==> images/m3.png <==
The bar under the picture is 100 µm long. Cells faint in the background.
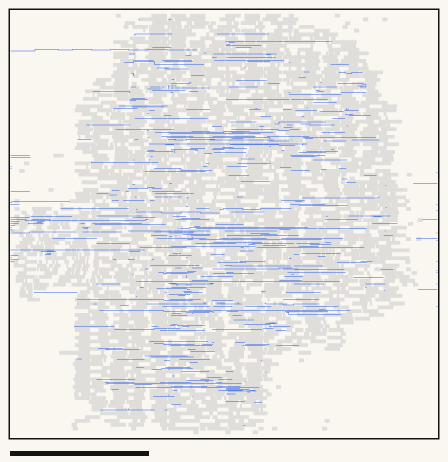
==> images/m1.png <==
The bar under the picture is 100 µm long. Supply wires on this layer in gray.
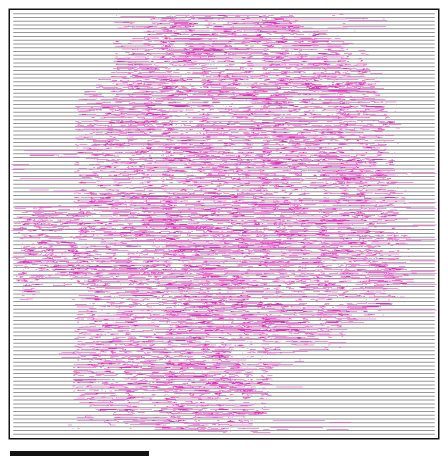
==> images/congestion_map.png <==
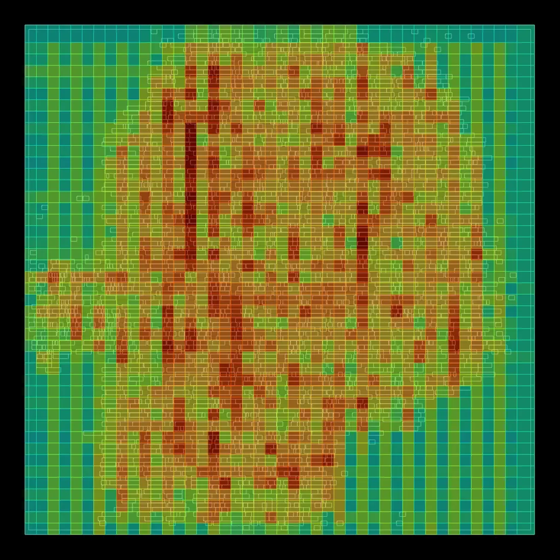
==> config.mk <==
export PLATFORM = sky130hd
export DESIGN_NAME = vec_chunk_fifo_flat
export DESIGN_NICKNAME = d
export VERILOG_FILES = /design/src/rtl/vec_chunk_fifo_pkg.sv /design/src/rtl/vec_chunk_fifo_if.sv /design/src/rtl/vec_chunk_ram.sv /design/src/rtl/vec_chunk_fifo.sv /design/src/flat_wrapper.sv
export SDC_FILE = /design/constraint.sdc
export NUM_CORES = 1
export LEC_CHECK = 0
export CORE_MARGIN = 2
export CORE_UTILIZATION = 45
export DETAILED_ROUTE_END_ITERATION = 10
export PLACE_DENSITY = 0.7
export REMOVE_ABC_BUFFERS = 1
export SYNTH_ARGS = -nofsm -noshare
export SYNTH_HDL_FRONTEND = slang
export SYNTH_SLANG_ARGS = --single-unit
==> constraint.sdc <==
create_clock -name clk_in -period 4.7 [get_ports clk_in]
set_clock_uncertainty 0.2 [all_clocks]
set_input_delay 0.94 -clock clk_in [delete_from_list [all_inputs] [get_ports clk_in]]
set_output_delay 0.94 -clock clk_in [all_outputs]
set_load 0.01 [all_outputs]
==> notes.md <==
- **path class of the lowest-slack min-delay path** reg -> reg
- **cts hold-fix bufs** 0
- **clock latency reported for the late side of the worst-skew pair** 0.67 ns
- **clk slew on worst S/H paths** 0.07 ns
- **share of Yosys cell area claimed by the top area cell type** 0.743
- **slew at the pin closest to its max-slew limit** 1.25 ns
- **max frequency** 0.218 GHz
- **arrival time of the worst setup path** 3.44 ns
- **share of the clock period used by the worst path** 0.974
- **clock root buffer** sky130_fd_sc_hd__clkbuf_16
- **result of the run** completed
- **IR drop worst, VDD** 0.415 mV
- **final setup fails** 0
- **total leakage power** 15.9 nW
- **most frequent standard cell in the layout excluding fill and tap cells** sky130_fd_sc_hd__edfxtp_1
- **maximum number of pins on one net before global-route repair** 78
- **proportion of synthesized chip area in sequential cells** 0.763
- **synth-to-layout area growth** 15.0%
- **type of the setup path with the least slack** reg -> out
- **Area contributors post-synth** sky130_fd_sc_hd__edfxtp_1, sky130_fd_sc_hd__mux2i_1, sky130_fd_sc_hd__mux4_2, sky130_fd_sc_hd__dfrtp_1, sky130_fd_sc_hd__o22ai_1
- **top-level port count** 76
- **Yosys reg bits** 1057
- **global-route wire length before repair** 141 mm
- **slowest cell on the critical path** sky130_fd_sc_hd__clkdlybuf4s50_1
- **minimum setup slack in the final design** 0.121 ns
- **post-synthesis cell area** 41400 µm²
- **largest area contributor in the netlist** sky130_fd_sc_hd__edfxtp_1
- **cell with the most instances after synthesis** sky130_fd_sc_hd__edfxtp_1
- **routability-driven placement congestion ratio** 0.784
- **number of OpenROAD warnings** 29
- **# H-tree levels** 3
- **nets@finish** 2365
- **total stage count of the critical path** 8
- **max-slew violation count** 0
- **unrepaired setup endpoints after global routing** false
- **number of design rule violations left after detail routing** 0
- **worst slack on hold paths** 0.260 ns
- **Dominant flop cell** sky130_fd_sc_hd__edfxtp_1
- **longest individual stage delay on the worst path** 0.51 ns
- **clock tree from TritonCTS** done
- **Pre-antenna DRT Iters** 5
- **nature of the critical path endpoint** output pin
- **Core Box Area** 91400 µm²
- **cell class contributing the biggest share of worst-path delay** buffers and inverters
- **register-to-register path setup slack** 1.25 ns
- **Layout Utilization** 0.521
- **number of nets still failing antenna checks after routing** 0
- **most used standard cells in the synthesized netlist** sky130_fd_sc_hd__edfxtp_1, sky130_fd_sc_hd__mux2i_1, sky130_fd_sc_hd__o22ai_1
- **drt first-iter violations** 2225
- **mean instance size in the synthesized netlist** 19.1 µm²
- **number of diodes added for antenna fixing** 0
- **dominant logic cell types in the final layout** sky130_fd_sc_hd__edfxtp_1, sky130_fd_sc_hd__mux2i_1, sky130_fd_sc_hd__clkbuf_16, sky130_fd_sc_hd__o22ai_1, sky130_fd_sc_hd__mux4_2
- **count of library flops with an enable pin** 1024
- **area after detailed placement** 44000 µm²
- **filler cell count** 7008
- **layout cell share with drive strength beyond 1** 0.161
- **number of cells traversed by the worst hold path** 1
- **horizontal die dimension** 307 µm
- **highest net fanout along the worst path** 34
- **Final Cell Area** 47600 µm²
- **PD cells** 551 nW/µm²
- **final hold vios** 0
- **flip-flop count of the largest register, all copies and words added** 1024
- **pre-CTS WS** 0.311 ns
- **Buf/Inv on CP** 4
- **total global routing overflow** 0
- **number of cells on the worst reg-to-reg path** 11
- **core utilization before placement** 0.453
- **number of cells in the yosys synthesis report** 2164
- **post-synth cell types** 47
- **required arrival time at the worst endpoint** 3.56 ns
- **CP startpoint kind** register
- **TritonCTS Sinks** 1057
- **Max Cap Viol** 0
- **synthesized netlist cell count** 2164
- **floorplan die area** 94400 µm²
- **asr flop ratio synth** 0.0312
- **Clock Path Buffers** 3
- **port bufs** 75
- **series of cell instances along the critical path** buf_12, buf_16, buf_4, mux2i_1, o22ai_1, o21ai_1, nand4_1, clkdlybuf4s50_1
- **chip area from the yosys synthesis statistics** 41400 µm²
- **remaining max-slew budget at the tightest pin** 0.164
About m3.png:
wire length on this layer	8120 µm
nets with wire on the layer	234
longest straight run	146 µm
main direction	horizontal
Post-Route WL: 96.0 mm
GR met3 Demand/Resource: 0.0412
routed vias: 21200

About m1.png:
share of all routed wire	41%
main direction	horizontal
routing usage on met1: 0.280

About congestion_map.png:
average wire per standard cell: 26.8 µm
busiest grt layer: met2
overall routing resource usage: 0.202

==> cells by family (layout without fill, tap and decap cells) <==
group	Yosys count	after routing	synth area share
buf+inv	151	379	0.0229
mux	423	423	0.132
fa+ha+maj	23	23	0.00750
simple gates	209	210	0.0263
xor+xnor	10	10	0.00212
compound gates	291	291	0.0457
flops	1057	1057	0.763
==> metal layers <==
| layer | part of all wire | routed length, µm | track usage | vias up |
|---|---|---|---|---|
| met1 | 0.41 | 39200 | 0.280 | 11000 |
| li1 | - | - | - | 9142 |
| met4 | 0.024 | 2310 | 0.0618 | 0 |
| met2 | 0.48 | 46400 | 0.325 | 875 |
| met5 | 0 | 0 | 0 | - |
| met3 | 0.085 | 8120 | 0.0412 | 161 |
==> layout make-up <==
type / count / area share
multi-input combinational: 957 / 0.193
inverter: 18 / 0.00142
timing repair buffer: 168 / 0.0405
clock buffer: 124 / 0.0574
sequential: 1057 / 0.664
tap: 1186 / 0.0312
clock inverter: 69 / 0.0131
==> stage by stage <==
step | cells | power (W)
floorplan | 2031 | 0.0146
global placement | 3376 | 0.0180
detailed placement | 3376 | 0.0181
CTS | 3570 | 0.0262
global route | 3579 | 0.0272
finish | 3579 | 0.0262
==> power breakdown <==
group	leakage [nW]	total, W	internal [W]	switching [W]
Combinational	4.67	0.00751	0.00330	0.00421
Sequential	9.62	0.0106	0.0105	0.000133
Clock	1.64	0.00809	0.00464	0.00345
==> what timing repair did <==
item                                    4_1_cts  5_1_grt
gates resized                                 6        5
endpoints found under the setup margin       30       21
gates cloned                                  1        3
pin swaps                                     0        1
buffers inserted                              1        6
No activity file was given, so power comes from the tool's default toggle rates.
